==> run_1/placement.png <==
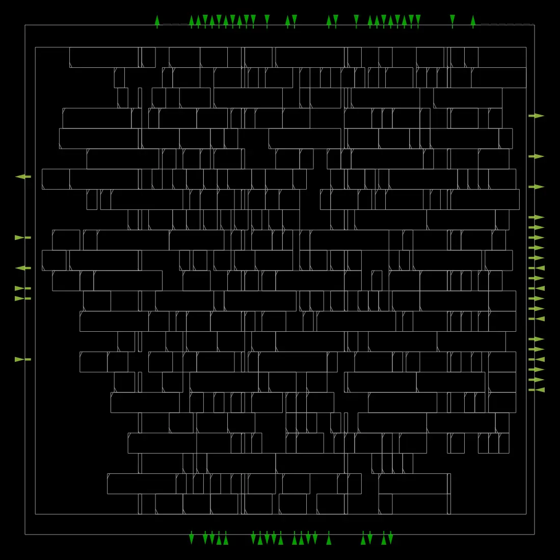
==> run_1/layer_met1.png <==
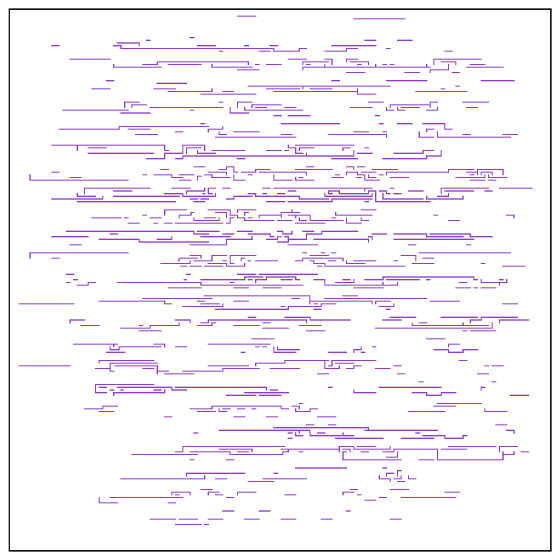
==> run_1/flops_by_reg.png <==
Other sequential cells in the stronger gray, the rest of the logic in the fainter gray.
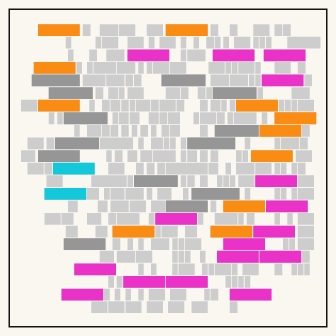
### src/rtl/fetch_unit.sv
// Instruction fetch stage: IDLE/FETCH/HOLD controller that fetches one word per handshake
// into an instruction register, with PC increment, wrap and branch redirect at handshake.
module fetch_unit #(
  parameter int unsigned ADDR_WIDTH    = 11,
  parameter int unsigned DATA_WIDTH    = 16,
  parameter int unsigned OPERAND_WIDTH = 11
) (
  input  logic                                clk,
  input  logic                                rst_n,
  output logic                                imem_req,
  output logic [ADDR_WIDTH-1:0]               imem_addr,
  input  logic                                imem_ack,
  input  logic [DATA_WIDTH-1:0]               imem_rdata,
  output logic                                ir_valid,
  input  logic                                ir_ready,
  output logic [DATA_WIDTH-OPERAND_WIDTH-1:0] ir_opcode,
  output logic [OPERAND_WIDTH-1:0]            ir_operand,
  output logic [ADDR_WIDTH-1:0]               ir_pc,
  input  logic                                branch_en,
  input  logic [ADDR_WIDTH-1:0]               branch_target
);

  typedef enum logic [1:0] {
    IDLE  = 2'd0,
    FETCH = 2'd1,
    HOLD  = 2'd2
  } state_e;

  state_e                  state_q, state_d;
  logic [ADDR_WIDTH-1:0]   pc_q, pc_d;
  logic [DATA_WIDTH-1:0]   ir_q, ir_d;
  logic [ADDR_WIDTH-1:0]   ir_pc_q, ir_pc_d;
  logic                    imem_req_q, imem_req_d;
  logic                    ir_valid_q, ir_valid_d;

  // Next-state, PC and IR update; req/valid are registered decodes of the next state
  always_comb begin
    state_d    = state_q;
    pc_d       = pc_q;
    ir_d       = ir_q;
    ir_pc_d    = ir_pc_q;
    imem_req_d = 1'b0;
    ir_valid_d = 1'b0;
    case (state_q)
      IDLE: state_d = FETCH;
      FETCH: begin
        if (imem_ack) begin
          ir_d    = imem_rdata;
          ir_pc_d = pc_q;
          pc_d    = pc_q + ADDR_WIDTH'(1);
          state_d = HOLD;
        end
      end
      HOLD: begin
        if (ir_ready) begin
          state_d = FETCH;
          if (branch_en) pc_d = branch_target;
        end
      end
      default: state_d = IDLE;
    endcase
    imem_req_d = (state_d == FETCH);
    ir_valid_d = (state_d == HOLD);
  end

  always_ff @(posedge clk or negedge rst_n) begin
    if (!rst_n) begin
      state_q    <= IDLE;
      pc_q       <= '0;
      ir_q       <= '0;
      ir_pc_q    <= '0;
      imem_req_q <= 1'b0;
      ir_valid_q <= 1'b0;
    end else begin
      state_q    <= state_d;
      pc_q       <= pc_d;
      ir_q       <= ir_d;
      ir_pc_q    <= ir_pc_d;
      imem_req_q <= imem_req_d;
      ir_valid_q <= ir_valid_d;
    end
  end

  assign imem_req   = imem_req_q;
  assign imem_addr  = pc_q;
  assign ir_valid   = ir_valid_q;
  assign ir_opcode  = ir_q[DATA_WIDTH-1:OPERAND_WIDTH];
  assign ir_operand = ir_q[OPERAND_WIDTH-1:0];
  assign ir_pc      = ir_pc_q;

endmodule
### config.mk
export PLATFORM = sky130hd
export DESIGN_NAME = fetch_unit
export DESIGN_NICKNAME = d
export VERILOG_FILES = /design/src/rtl/fetch_unit.sv
export SDC_FILE = /design/constraint.sdc
export NUM_CORES = 1
export LEC_CHECK = 0
export CORE_MARGIN = 1
export CORE_UTILIZATION = 43
export DETAILED_ROUTE_END_ITERATION = 12
export GPL_TIMING_DRIVEN = 0
export HOLD_SLACK_MARGIN = 0.05
export PLACE_DENSITY = 0.85
export SYNTH_ARGS = -nofsm -noshare
export SYNTH_HDL_FRONTEND = slang
export SYNTH_SLANG_ARGS = --single-unit
### constraint.sdc
create_clock -name clk -period 1.85 [get_ports clk]
set_clock_uncertainty 0.15 [all_clocks]
set_input_delay 0.185 -clock clk [delete_from_list [all_inputs] [get_ports clk]]
set_output_delay 0.185 -clock clk [all_outputs]
set_load 0.1 [all_outputs]
==> flow_summary.json, run 1 <==
{
  "cpPeakStageDelay_ns": 0.83,
  "drt_iter0_markers": 117,
  "chipWidth_um": 68.3,
  "tritoncts": "built",
  "worst_path_dominant_cell_family": "buffers and inverters",
  "ys_types": 34,
  "antenna_found_initial": 0,
  "cts_root_buffer": "clkbuf_8",
  "worst-path-stages": 1,
  "yosys-top-cells-count": "nand2_1 (90), dfrtp_1 (42), a21oi_1 (10), o21ai_0 (9), nand3_1 (7)",
  "tool_warnings": 27,
  "grt_pass1_wl_um": 7120,
  "grt.busiest_layer": "met2",
  "nets": 322,
  "grtUsageMet1": 0.264,
  "fp_util": 0.459,
  "first_global_vias": 1608,
  "drt-wirelength-per-cell_um": 13.7,
  "drive_gt1_frac": 0.197,
  "yosys_cells": 209,
  "synthArstFlopShare": 1.00,
  "rsz0062_at_grt": "no",
  "status": "finished clean",
  "synth_nets": 242,
  "grt_overflow_total": 0,
  "relSlewSlack": 0.363,
  "critPathLaunchType": "register",
  "hold_viol_final": 0,
  "yosys.area.top_type": "dfrtp_1",
  "end_kind": "primary output",
  "cp_slowest_cell": "clkdlybuf4s15_1",
  "drv_slew": 0,
  "avgSynthCellArea_um2": 9.03,
  "port_buffers": 71
}
-- placement.png (at the start) --
filler instances: 342
Row Count: 23
final core occ: 0.667

-- layer_met1.png (at the start) --
main direction: horizontal
nets with wire on the layer: 280
longest straight run: 21.6 um
share of all routed wire: 41%
wire length on this layer: 1,940 um
Post-Route WL: 4670 um
DR vias: 1,751

-- flops_by_reg.png (at the start) --
| signal | color | flops |
|---|---|---|
| `ir_q` | magenta | 16 |
| `state_q` | cyan | 2 |
| `ir_pc` | orange | 11 |
not colored: 13
sequential share of cell area: 0.390

run 1: metal layers:
| metal | up-vias | share of wire |
|---|---|---|
| met1 | 824 | 0.41 |
| met5 | - | 0 |
| met4 | 0 | 0.016 |
| met3 | 8 | 0.061 |
| li1 | 854 | - |
| met2 | 65 | 0.51 |
run 1: worst max path at each step:
| stage | start | to | slack [ns] |
|---|---|---|---|
| after global routing | ir_q[14] | ir_opcode[3] | 0.0002 |
| after floorplan | imem_addr[6] | imem_addr[10] | -0.004 |
| final | ir_pc[0] | ir_pc[0] | 0.04 |
| after global placement | rst_n | imem_addr[0] | -0.86 |
| after detailed placement | imem_addr[0] | imem_addr[0] | -0.07 |
| after CTS | ir_pc[0] | ir_pc[0] | 0.001 |
run 1: flip-flops by register name, summed over array words and instances (netlist names):
signal,cells
imem_req,1
imem_addr,11
ir_pc,11
state_q,2
ir_valid,1
ir_q,16
run 1: metrics by stage:
stage | util | cells | worst slack (ns) | TNS (ns)
finish | 0.667 | 340 | 0.0425 | 0
global route | 0.667 | 340 | 0.000224 | 0
CTS | 0.679 | 340 | 0.00130 | 0
detailed placement | 0.660 | 331 | -0.0705 | -0.383
global placement | 0.657 | 330 | -0.859 | -27.07
floorplan | - | 209 | -0.00384 | -0.00384
run 1: cell type report:
type | instances | area, um2 | share of cell area
well taps | 50 | 62.6 | 0.0228
flip-flops and latches | 42 | 1070 | 0.390
multi-input cells | 154 | 772 | 0.281
clock inverters | 2 | 10.0 | 0.00364
plain buffers | 12 | 82.6 | 0.0301
repair buffers | 73 | 672 | 0.245
clock buffers | 6 | 72.6 | 0.0264
inverters | 1 | 3.75 | 0.00137
run 1: cell usage in the layout, fill, tap and decap left out, types with 2 or more instances in the layout:
| cell type | count |
|---|---|
| clkdlybuf4s50_1 | 30 |
| nor3_1 | 2 |
| dfrtp_1 | 32 |
| buf_2 | 2 |
| o22ai_1 | 3 |
| clkbuf_1 | 7 |
| clkdlybuf4s15_2 | 11 |
| a22oi_1 | 3 |
| nor2_1 | 5 |
| clkinv_2 | 2 |
| dlygate4sd2_1 | 2 |
| a2bb2oi_1 | 2 |
| clkbuf_8 | 6 |
| clkbuf_2 | 15 |
| nand2_1 | 90 |
| nand3_1 | 7 |
| and3_1 | 2 |
| a31oi_1 | 2 |
| a21oi_1 | 10 |
| dfrtp_2 | 7 |
| dfrtp_4 | 3 |
| o22a_1 | 2 |
| nand2b_1 | 3 |
| clkdlybuf4s15_1 | 12 |
| o21ai_0 | 9 |
| buf_6 | 3 |
run 1: cells by family after synthesis:
logic type                 Yosys count  synth area share
AOI/OAI and AO/OA                   37             0.138
DFF                                 42             0.557
and+or+nand+nor                    116             0.258
adders and majority gates            1           0.00663
buffers and inverters               13            0.0411
run 1: what timing repair did:
item	in CTS	in global routing
hold buffers	1	0
gates cloned	0	0
hold endpoints to repair	42	0
gates resized	68	36
setup endpoints to repair	40	26
buffers inserted	0	0
==> run 1 -> run 2 <==
- RECOVER_POWER: unset -> 25
- REMOVE_ABC_BUFFERS: unset -> 1
==> run_2/flops_by_reg.png <==
Other sequential cells in the stronger gray, the rest of the logic in the fainter gray.
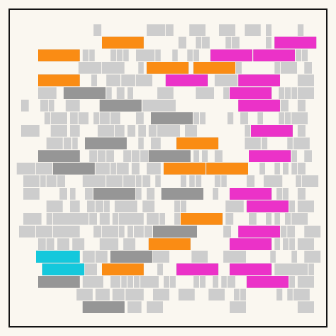
| signal | color | flops |
|---|---|---|
| `ir_q` | magenta | 16 |
| `state_q` | cyan | 2 |
| `ir_pc` | orange | 11 |
Register Area: 1050 um2
final core occ: 0.651
sequential share of cell area: 0.393

==> run 2 against run 1 <==
- final cell count shrank 2.4%
- non-clock buffer count shrank 9
- flip-flop count is the same
- via count shrank 1.2%
- fmax grew 0.35%
- die size is the same
==> flow_summary.json, run 2 <==
{
  "status": "finished clean",
  "cts_root_buffer": "clkbuf_8",
  "synthArstFlopShare": 1.00,
  "yosys_cells": 209,
  "wl_um": 4570,
  "tritoncts": "built",
  "cp_slowest_cell": "dlygate4sd2_1",
  "drt_iter0_markers": 75,
  "grtUsageMet1": 0.252,
  "setup_tns_ns": 0,
  "avgSynthCellArea_um2": 9.03,
  "cpPeakStageDelay_ns": 0.85,
  "ys_types": 34,
  "chipWidth_um": 68.3,
  "hold_viol_final": 0,
  "logic_area_um2": 793,
  "first_global_vias": 1540,
  "relSlewSlack": 0.367,
  "critPathLaunchType": "register",
  "yosys.area.top_type": "dfrtp_1",
  "layout_top_cell": "nand2_1",
  "nets": 314,
  "setup_slack_ns": 0.0489,
  "lay_top_cells": "nand2_1 (90), dfrtp_1 (40), clkdlybuf4s50_1 (30)",
  "top_register": "ir_q",
  "grt.busiest_layer": "met2",
  "rsz0062_at_grt": "yes",
  "drive_gt1_frac": 0.195,
  "tool_warnings": 26,
  "rows": 23,
  "port_buffers": 71,
  "fillers": 361,
  "worst_path_dominant_cell_family": "buffers and inverters",
  "grt_overflow_total": 0,
  "end_kind": "primary output",
  "dp_slack_ns": -0.992
}
run 2: cell counts after synthesis:
No cell type changed its count.
run 2: cell type report:
type	instances	area share
Timing Repair Buffer	76	0.250
Inverter	1	0.00140
Clock buffer	6	0.0308
Sequential cell	42	0.393
Multi-Input combinational cell	155	0.296
Tap cell	50	0.0234
Clock inverter	2	0.00467
run 2: final timing paths:
| kind | from | to | slack (ns) | cells past startpoint |
|---|---|---|---|---|
| hold / removal | rst_n | ir_q[8] | 0.11 | 2 |
| max in group asynchronous | rst_n | imem_addr[0] | 0.95 | 3 |
| min in group clk | imem_rdata[11] | ir_q[11] | 0.26 | 3 |
| hold reg to reg | ir_q[4] | ir_q[4] | 0.33 | 2 |
| setup reg to reg | state_q[0] | imem_addr[8] | 0.05 | 4 |
| setup / recovery | ir_valid | ir_valid | 0.05 | 1 |
run 2: worst register-to-register path, stage by stage, from the launching register on:
cell and delay [ns]:
dfrtp_1 0.48, nand2b_4 0.32, o21ai_4 0.40, o21ai_0 0.15, o2bb2a_1 0.24
run 2: metrics by stage:
stage / instances / util
3_5_place_dp: 319 / 0.632
4_1_cts: 330 / 0.664
3_3_place_gp: 318 / 0.629
6_report: 332 / 0.651
5_1_grt: 332 / 0.651
2_1_floorplan: 197 / -
run 2: logic make-up (layout without fill, tap and decap cells):
logic type,Yosys count,after routing,share of synthesized area
and+or+nand+nor,116,117,0.258
DFF,42,42,0.557
AOI/OAI and AO/OA,37,37,0.138
buffers and inverters,13,85,0.0411
adders and majority gates,1,1,0.00663
run 2: what timing repair did:
action                                  4_1_cts  5_1_grt
cloned                                        1        0
hold endpoints to repair                     42        0
pin swaps                                     1        0
setup buffers                                 1        2
endpoints found under the setup margin       80       29
hold buffers                                  1        0
resized                                      78       41
run 2: routing by layer:
layer  vias up  part of all wire  wire length [um]
met5         -                 0                 0
met4         0             0.020                93
met3        11             0.082               376
met2        66              0.46              2120
met1       811              0.43              1990
li1        842                 -                 -
==> run 2 -> run 3 <==
- CORE_UTILIZATION: 43 -> 45
- CTS_BUF_LIST: unset -> sky130_fd_sc_hd__clkbuf_8
- MAX_ROUTING_LAYER: unset -> met4
- PLACE_DENSITY: 0.85 -> 0.88
==> run_3/layer_met2.png <==
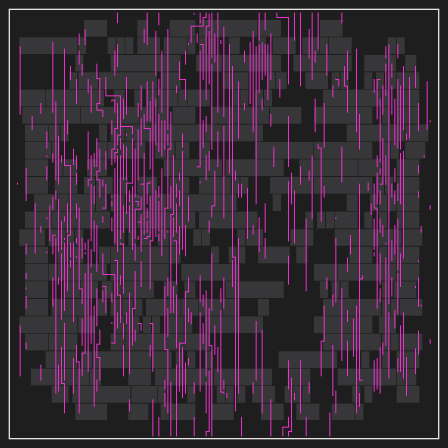
longest straight run: 40.5 um
main direction: vertical
wire length on this layer: 2,360 um
nets with wire on the layer: 266
Post-Route WL: 4960 um
DR vias: 1,787
met2 usage: 0.367

==> run 3 against run 2 <==
- final area up 2.9%
- first-iteration DRC count up 4.0%
- highest routed layer unchanged
- synthesized cell count unchanged
- largest cell class unchanged
==> flow_summary.json, run 3 <==
{
  "rrSetupSlack_ns": 0.07,
  "tritoncts": "built",
  "drive_gt1_frac": 0.140,
  "wl_met1_um": 2200,
  "hp-start": "imem_rdata[1]",
  "avgSynthCellArea_um2": 9.03,
  "critPathLaunchType": "register",
  "top_register": "ir_q",
  "chipWidth_um": 66.8,
  "ys_types": 34,
  "cpPeakStageDelay_ns": 0.85,
  "drt-wirelength-per-cell_um": 14.8,
  "status": "finished clean",
  "yosys.area.top_type": "dfrtp_1",
  "antenna_found_initial": 0,
  "holdPathEnd": "ir_q[1]",
  "fp_util": 0.472,
  "grt_pass1_wl_um": 7310,
  "yosys-top-cells-count": "nand2_1 (90), dfrtp_1 (42), a21oi_1 (10), o21ai_0 (9), nand3_1 (7)",
  "largest_reg_flops": 16,
  "first_global_vias": 1595,
  "setup_slack_ns": 0.0307,
  "end_kind": "primary output",
  "worst-path-stages": 1,
  "top_layer": "met4",
  "relSlewSlack": 0.356,
  "wl_met3_um": 352,
  "hold_viol_final": 0
}
-- run 3: what timing repair did --
item / in CTS / in global routing
hold endpoints to repair: 42 / 0
hold buffers: 1 / 0
resized: 69 / 31
setup buffers: 4 / 1
setup endpoints to repair: 80 / 32
pin swaps: 1 / 0
cloned: 1 / 1
-- run 3: worst max-delay path by stage --
| stage | startpoint | end | slack [ns] |
|---|---|---|---|
| 2_1_floorplan | imem_addr[0] | imem_addr[10] | -0.56 |
| 5_1_grt | ir_q[10] | ir_operand[10] | 0.0009 |
| 3_5_place_dp | imem_ack | imem_addr[8] | -1.04 |
| 3_3_place_gp | imem_ack | imem_addr[8] | -1.02 |
| 6_report | ir_q[10] | ir_operand[10] | 0.03 |
| 4_1_cts | ir_pc[2] | ir_pc[2] | 0.0001 |
-- run 3: stage by stage --
stage / TNS [ns] / hold slack (ns)
after global placement: -48.48 / 0.307
after global routing: 0 / 0.279
final: 0 / 0.267
after detailed placement: -21.58 / -0.0515
after floorplan: -1.96 / -0.261
after CTS: 0 / 0.180
-- run 3: metal layers --
| metal | track usage | vias up |
|---|---|---|
| met1 | 0.287 | 851 |
| met2 | 0.367 | 81 |
| met4 | 0.0771 | 0 |
| met3 | 0.0462 | 9 |
| li1 | - | 846 |
| met5 | - | - |
-- run 3: worst min-delay path, cell delays in order --
cell	delay, ns
clkdlybuf4s50_1	0.39
nand2_1	0.05
nand2_1	0.04
-- run 3: final cells by class --
cell class | instances | area [um2] | share of cell area
multi-input combinational | 156 | 797 | 0.289
clock buffer | 5 | 68.8 | 0.0250
clock inverter | 3 | 40.0 | 0.0145
sequential | 42 | 1050 | 0.381
inverter | 1 | 3.75 | 0.00136
timing repair buffer | 78 | 733 | 0.266
tap | 50 | 62.6 | 0.0227
-- run 3: cells by family (layout without fill, tap and decap cells) --
kind of cell               count (synthesis)  in the layout  synth area share
and+or+nand+nor                          116            118             0.258
adders and majority gates                  1              1           0.00663
AOI/OAI and AO/OA                         37             37             0.138
DFF                                       42             42             0.557
buffers and inverters                     13             87            0.0411

==> screenshots <==
Local utilization.
7 x 7 tiles, from white (low) to dark blue (high), 0 to 100% covered.
shot_01.png
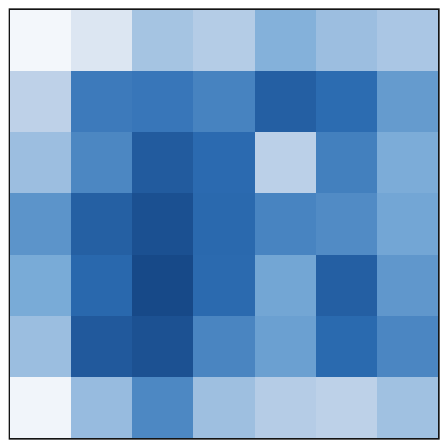
shot_02.png
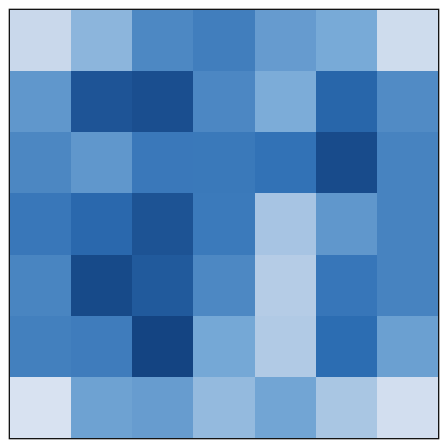
shot_03.png
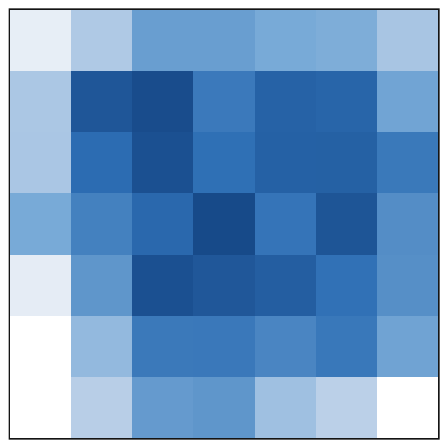
- shot_03.png = run 1
- shot_02.png = run 3
- shot_01.png = run 2

Key to shot_01.png:
emptiest ninth of the die: north-west
mean over tiles: 56%
densest ninth of the die: center
fullest tile: 90%
tiles over 75% full: 29%

